Run 1, PDN straps and rails:
(6 px per um) Pins as bars on the die edge. Tap cells in grey.
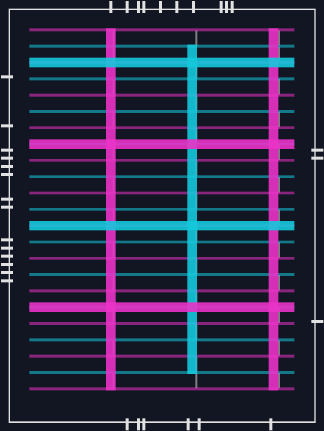
Run 1, wiring by layer:
(6 px per um)
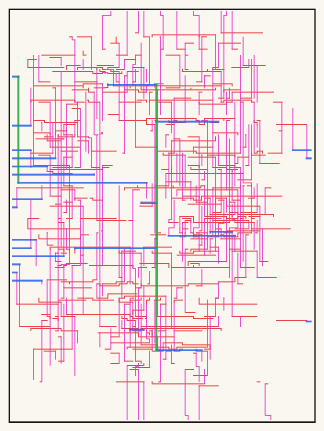
Run 1, clock nets:
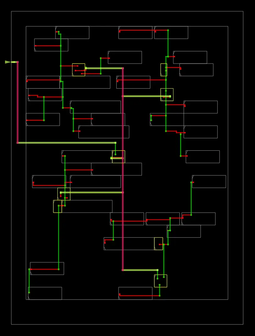
## src/rtl/instruction_loader.sv

```systemverilog
// Boot loader: turns a HDR/{HI,LO}.../[CHK] byte stream into sequential instruction-memory writes.
// Optional trailing checksum byte enabled by defining INSTRUCTION_LOADER_CHECKSUM_EN.
module instruction_loader #(
    parameter int INSTRUCTION_WIDTH = 10,
    parameter int ADDR_BITS         = 6
) (
    input  logic                         clk,
    input  logic                         rst_n,
    input  logic                         start,
    input  logic                         in_valid,
    output logic                         in_ready,
    input  logic [7:0]                   in_data,
    output logic                         mem_we,
    output logic [ADDR_BITS-1:0]         mem_addr,
    output logic [INSTRUCTION_WIDTH-1:0] mem_wdata,
    output logic                         busy,
    output logic                         done,
    output logic                         error
);

    localparam int HI_W = INSTRUCTION_WIDTH - 8;

    typedef enum logic [2:0] {
        s_idle, s_hdr, s_hi, s_lo, s_wr, s_chk, s_done
    } state_t;

    state_t               state, state_nxt;
    logic [ADDR_BITS-1:0] count;
    logic [ADDR_BITS-1:0] addr;
    logic [HI_W-1:0]      hi_byte;
    logic                 xfer;

    assign xfer = in_valid & in_ready;

    always_ff @(posedge clk) begin
        if (!rst_n) state <= s_idle;
        else        state <= state_nxt;
    end

    always_comb begin
        state_nxt = state;
        in_ready  = 1'b0;
        mem_we    = 1'b0;
        busy      = 1'b1;
        done      = 1'b0;
        case (state)
            s_idle: begin
                busy = 1'b0;
                if (start) state_nxt = s_hdr;
            end
            s_hdr: begin
                in_ready = 1'b1;
                if (in_valid) state_nxt = s_hi;
            end
            s_hi: begin
                in_ready = 1'b1;
                if (in_valid) state_nxt = s_lo;
            end
            s_lo: begin
                in_ready = 1'b1;
                if (in_valid) state_nxt = s_wr;
            end
            s_wr: begin
                mem_we = 1'b1;
                if (addr == count) begin
`ifdef INSTRUCTION_LOADER_CHECKSUM_EN
                    state_nxt = s_chk;
`else
                    state_nxt = s_done;
`endif
                end else begin
                    state_nxt = s_hi;
                end
            end
            s_chk: begin
                in_ready = 1'b1;
                if (in_valid) state_nxt = s_done;
            end
            s_done: begin
                done      = 1'b1;
                state_nxt = s_idle;
            end
            default: state_nxt = s_idle;
        endcase
    end

    // Word address/count and the pending high byte; always initialised by the header before use.
    always_ff @(posedge clk) begin
        if (state == s_hdr && xfer) begin
            count <= in_data[ADDR_BITS-1:0];
            addr  <= '0;
        end else if (state == s_wr && addr != count) begin
            addr <= addr + ADDR_BITS'(1);
        end
        if (state == s_hi && xfer) hi_byte <= in_data[HI_W-1:0];
    end

    // Write port registers load on the LO byte so they are stable through WR and hold afterwards.
    always_ff @(posedge clk) begin
        if (!rst_n) begin
            mem_addr  <= '0;
            mem_wdata <= '0;
        end else if (state == s_lo && xfer) begin
            mem_addr  <= addr;
            mem_wdata <= {hi_byte, in_data};
        end
    end

`ifdef INSTRUCTION_LOADER_CHECKSUM_EN
    logic [7:0] chk_acc;

    always_ff @(posedge clk) begin
        if (state == s_hdr && xfer)                      chk_acc <= in_data;
        else if ((state == s_hi || state == s_lo) && xfer) chk_acc <= chk_acc ^ in_data;
    end

    // Sticky until the next accepted start.
    always_ff @(posedge clk) begin
        if (!rst_n)                                       error <= 1'b0;
        else if (state == s_idle && start)                error <= 1'b0;
        else if (state == s_chk && xfer && in_data != chk_acc) error <= 1'b1;
    end
`else
    assign error = 1'b0;
`endif

endmodule
```

## config.mk

```make
export PLATFORM = sky130hd
export DESIGN_NAME = instruction_loader
export DESIGN_NICKNAME = d
export VERILOG_FILES = /design/src/rtl/instruction_loader.sv
export SDC_FILE = /design/constraint.sdc
export NUM_CORES = 1
export LEC_CHECK = 0
export CAP_MARGIN = 10
export CORE_ASPECT_RATIO = 1.4
export CORE_MARGIN = 3
export CORE_UTILIZATION = 53
export DETAILED_ROUTE_END_ITERATION = 6
export GPL_TIMING_DRIVEN = 0
export PLACE_DENSITY = 0.83
export SYNTH_ARGS = -nofsm -noshare
export SYNTH_HDL_FRONTEND = slang
export SYNTH_SLANG_ARGS = --single-unit
```

## constraint.sdc

```tcl
create_clock -name clk -period 2.7 [get_ports clk]
set_input_delay 0.27 -clock clk [delete_from_list [all_inputs] [get_ports clk]]
set_output_delay 0.27 -clock clk [all_outputs]
set_load 0.02 [all_outputs]
```

==> reports/results.tsv, run 1 <==
stage	metric	value	unit
final_layout	final.fill_count	211	
final_timing	grt_setup_unrepaired	false	
power_and_ir_drop	power_frac_clock	26.9	%
power_and_ir_drop	max-vdd-ir-drop	0.000328	V
power_and_ir_drop	switching_component_of_the_power	0.000271	W
status	run_status	finished, final reports clean	
global_routing	wire_length_of_the_first_global_routing_pass	5.02	mm
critical_path	worst-r2r-cell-count	5	
synthesis	ys.warnings.count	0	
synthesis	number_of_enable_flip_flop_cells	8	
clock_network	cts_buffers	5	
drt	drt-vias-per-instance	5.07	
synthesis	synth-async-reset-ratio	0	%
critical_path	setup.worst_path.class	reg -> out	
clock_network	cts.clk_slew.worst_paths	100	ps
clock_network	cts.path.max_buffers	2	
clock_network	clock_tree.root_cell	sky130_fd_sc_hd__clkbuf_4	
global_routing	first_global_vias	1122	
floorplanning	dieWidth	50.7	um
floorplanning	chip_area	3480	um2
final_timing	totalNegativeSetupSlack	0	ps
critical_path	cp_num_buf_inv	2	
-- 'PDN straps and rails' (at the start) --
colour	net
cyan	VDD
magenta	VSS
rows	22
signal pins	33
tap cells	36
met1 rails	23
met4 straps	3

-- 'wiring by layer' (at the start) --
colour	layer	wire length
magenta	met2	1630 um
blue	met3	146 um
red	met1	1160 um
green	met4	61.9 um

-- 'clock nets' (at the start) --
number of clock sinks: 33
sequential cells: 33
Clock group: 0.000263 W

run 1: layer usage:
| layer | wire length (um) | up-vias | track usage, % |
|---|---|---|---|
| li1 | - | 587 | - |
| met4 | 61 | 0 | 10.1 |
| met1 | 1160 | 532 | 21.1 |
| met2 | 1630 | 29 | 34.8 |
| met5 | 0 | - | 0 |
| met3 | 145 | 7 | 6.02 |
run 1: stage by stage:
stage / power, W / setup slack [ps] / utilization (%) / cell area (um2)
after floorplan: 0.000663 / 1370 / - / 1480
after CTS: 0.000989 / 626 / 71.1 / 1880
after global placement: 0.000716 / 926 / 69.2 / 1830
after global routing: 0.00103 / 537 / 71.1 / 1880
final: 0.000978 / 653 / 71.1 / 1880
after detailed placement: 0.000727 / 834 / 69.2 / 1830
run 1: cells in the mapped netlist (3+ instances only):
| cell type | number | share of area (%) |
|---|---|---|
| sky130_fd_sc_hd__buf_6 | 3 | 2.3 |
| sky130_fd_sc_hd__dfxtp_1 | 25 | 34 |
| sky130_fd_sc_hd__edfxtp_1 | 8 | 16 |
| sky130_fd_sc_hd__a21oi_1 | 9 | 3.0 |
| sky130_fd_sc_hd__a21boi_1 | 10 | 5.1 |
| sky130_fd_sc_hd__and2_1 | 3 | 1.3 |
| sky130_fd_sc_hd__buf_4 | 3 | 1.5 |
| sky130_fd_sc_hd__mux2i_1 | 6 | 4.1 |
| sky130_fd_sc_hd__inv_1 | 3 | 0.76 |
| sky130_fd_sc_hd__nand2b_1 | 3 | 1.3 |
| sky130_fd_sc_hd__nor2b_1 | 3 | 1.3 |
| sky130_fd_sc_hd__nand2_1 | 40 | 10 |
| sky130_fd_sc_hd__a21boi_0 | 6 | 3.0 |
| sky130_fd_sc_hd__xnor2_1 | 6 | 3.5 |
| sky130_fd_sc_hd__nand4_1 | 3 | 1.3 |
run 1: cells by family after synthesis:
family          synth area share, %
buf+inv                        5.74
other cells                   0.253
compound gates                 12.7
mux                            4.05
xor+xnor                       3.54
flops                          50.0
fa+ha+maj                     0.844
simple gates                   22.9
run 1: worst min path at each step:
stage	slack, ps	start	endpoint	depth (start not counted)
5_1_grt	340	rst_n	state[2]	3
3_3_place_gp	440	mem_addr[1]	mem_addr[1]	2
6_report	320	rst_n	mem_wdata[0]	2
4_1_cts	330	rst_n	state[2]	3
2_1_floorplan	370	in_data[0]	count[0]	0
3_5_place_dp	450	mem_wdata[6]	mem_wdata[6]	2
run 1: final cells by class:
class	instances	share of cell area, %
Buffer	10	3.93
Clock buffer	6	2.20
Clock inverter	2	0.533
Inverter	3	0.599
Multi-Input combinational cell	108	35.0
Sequential cell	33	39.4
Tap cell	36	2.40
Timing Repair Buffer	30	16.0
run 1: state kept, by name (all words and copies together), names as in the netlist:
| signal | flops |
|---|---|
| hi_byte | 2 |
| addr | 6 |
| count | 6 |
| mem_addr | 6 |
| state | 3 |
| mem_wdata | 10 |
run 1: power groups by stage:
stage	logic, W	registers, W	clock network, W
after detailed placement	0.000174	0.000554	0
after floorplan	0.000110	0.000553	0
final	0.000173	0.000543	0.000263
after global placement	0.000164	0.000552	0
after global routing	0.000191	0.000545	0.000290
after CTS	0.000174	0.000543	0.000272
## Run 2: what changed since run 1
- CORE_UTILIZATION: 53 -> 44
- PLACE_DENSITY: 0.83 -> 0.74
- clock period: 2.7 -> 1.69 ns (I/O delays scaled with it)
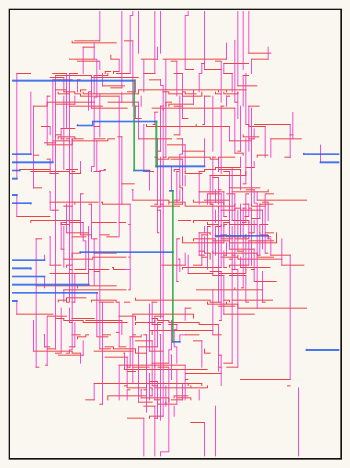
Run 2: wiring by layer
(6 px per um)
colour	layer	wire length
red	met1	1090 um
magenta	met2	1610 um
blue	met3	140 um
green	met4	47.6 um

==> run 2 against run 1 <==
Sequential power grew 59%. Worst hold slack got worse by 32 ps. First-iteration DRC count down 67%. Utilization fell by 11 points. Critical path depth did not move. Clock skew fell by 3.5 ps. Total power grew 75%. Non-clock buffer count did not move. Largest cell class unchanged. Setup slack lost 540 ps. Global-route usage fell by 2.7 points. Sequential share of layout area decreased by 0.77 points. Register-to-register slack got worse by 980 ps.
==> reports/results.tsv, run 2 <==
stage	metric	value	unit
drt	drt-vias-per-instance	4.97	
critical_path	worst-r2r-cell-count	5	
power_and_ir_drop	power_frac_clock	34.1	%
final_layout	max_reg_flops	10	
synthesis	post_synth_most_frequent_cells	sky130_fd_sc_hd__nand2_1, sky130_fd_sc_hd__dfxtp_1, sky130_fd_sc_hd__a21boi_1	
synthesis	top_area_share	33.8	%
status	run_status	finished, final reports clean	
critical_path	setup.worst_path.class	reg -> out	
power_and_ir_drop	max-vdd-ir-drop	0.000655	V
clock_network	cts.path.max_buffers	2	
final_layout	largest_register	mem_wdata	
power_and_ir_drop	fin_total_pwr	0.00171	W
synthesis	yosys-top-cells-area	sky130_fd_sc_hd__dfxtp_1, sky130_fd_sc_hd__edfxtp_1, sky130_fd_sc_hd__nand2_1	
final_timing	grt_setup_unrepaired	false	
synthesis	synth-async-reset-ratio	0	%
clock_network	numClockSinks	33	
min_path	holdPathStages	2	
synthesis	number_of_enable_flip_flop_cells	8	
final_layout	final.fill_count	302	
global_routing	wire_length_of_the_first_global_routing_pass	4.98	mm
synthesis	cell_taking_the_most_area_after_synthesis	sky130_fd_sc_hd__dfxtp_1	
clock_network	clock_tree.root_cell	sky130_fd_sc_hd__clkbuf_8	
power_and_ir_drop	switching_component_of_the_power	0.000419	W
clock_network	cts.clk_slew.worst_paths	60	ps
global_routing	first_global_vias	1146	
synthesis	netlist.top_cell.by_instances	sky130_fd_sc_hd__nand2_1	
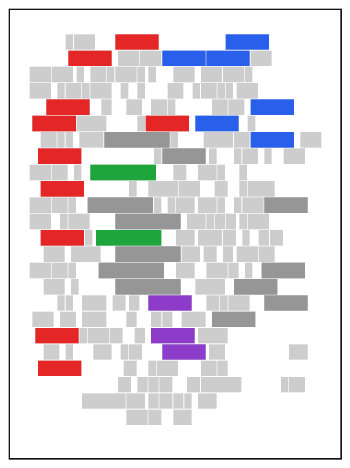
Run 2: register map, names as in the netlist
(6 px per um)
colour	name in the netlist	flops
purple	`state`	3
green	`hi_byte`	2
blue	`mem_addr`	6
red	`mem_wdata`	10
not coloured	12

-- run 2: path summary, 6_finish.rpt --
kind                 from  slack [ps]           end
max              state[1]         120          done
max reg2reg      state[2]         270      count[2]
min                 rst_n         290  mem_wdata[0]
min reg2reg  mem_wdata[6]         450  mem_wdata[6]
-- run 2: kinds of logic (layout without fill, tap and decap cells) --
family,count (synthesis),in the layout,share of synthesized area (%)
simple gates,65,65,22.9
flops,33,33,50.0
compound gates,29,29,12.7
buf+inv,13,51,5.74
xor+xnor,6,6,3.54
mux,6,6,4.05
fa+ha+maj,1,1,0.844
other cells,1,1,0.253
-- run 2: power by group through the flow --
stage | Clock (W) | Sequential (W) | Combinational (W)
finish | 0.000584 | 0.000866 | 0.000263
global route | 0.000650 | 0.000869 | 0.000290
CTS | 0.000607 | 0.000866 | 0.000266
detailed placement | 0 | 0.000883 | 0.000274
global placement | 0 | 0.000882 | 0.000264
floorplan | 0 | 0.000884 | 0.000176
-- run 2: per-stage QoR --
stage / setup TNS (ps) / util (%) / area, um2 / setup WS (ps)
after global placement: 0 / 57.5 / 1830 / 9.86
after CTS: 0 / 60.2 / 1920 / 100
final: 0 / 60.2 / 1920 / 115
after detailed placement: -212 / 57.5 / 1830 / -35.5
after global routing: 0 / 60.2 / 1920 / 7.74
after floorplan: 0 / - / 1480 / 356
-- run 2: what timing repair did --
| item | 4_1_cts | 5_1_grt |
|---|---|---|
| endpoints found under the setup margin | 4 | 0 |
| setup buffers | 0 | 0 |
| gates resized | 4 | 0 |
-- run 2: final cells by class --
class                   instances  area (um2)  share of cell area (%)
well taps                      39        48.8                    2.55
repair buffers                 30         295                    15.4
plain buffers                  10        73.8                    3.85
inverters                       3        11.3                   0.587
clock buffers                   8        90.1                    4.70
flip-flops and latches         33         741                    38.6
multi-input cells             108         657                    34.3
-- run 2: metal layers --
metal	up-vias	wire length, um	global-route usage (%)
met5	-	0	0
met4	0	47	7.30
met3	7	140	6.14
met2	24	1610	28.9
met1	530	1090	18.4
li1	586	-	-
-- run 2: critical path: stages (launching register included) --
cell and delay [ps]:
sky130_fd_sc_hd__dfxtp_1 310, sky130_fd_sc_hd__buf_4 150, sky130_fd_sc_hd__nor2b_1 200, sky130_fd_sc_hd__and2_1 140, sky130_fd_sc_hd__dlygate4sd2_1 330
Power and IR drop assume default switching activity.
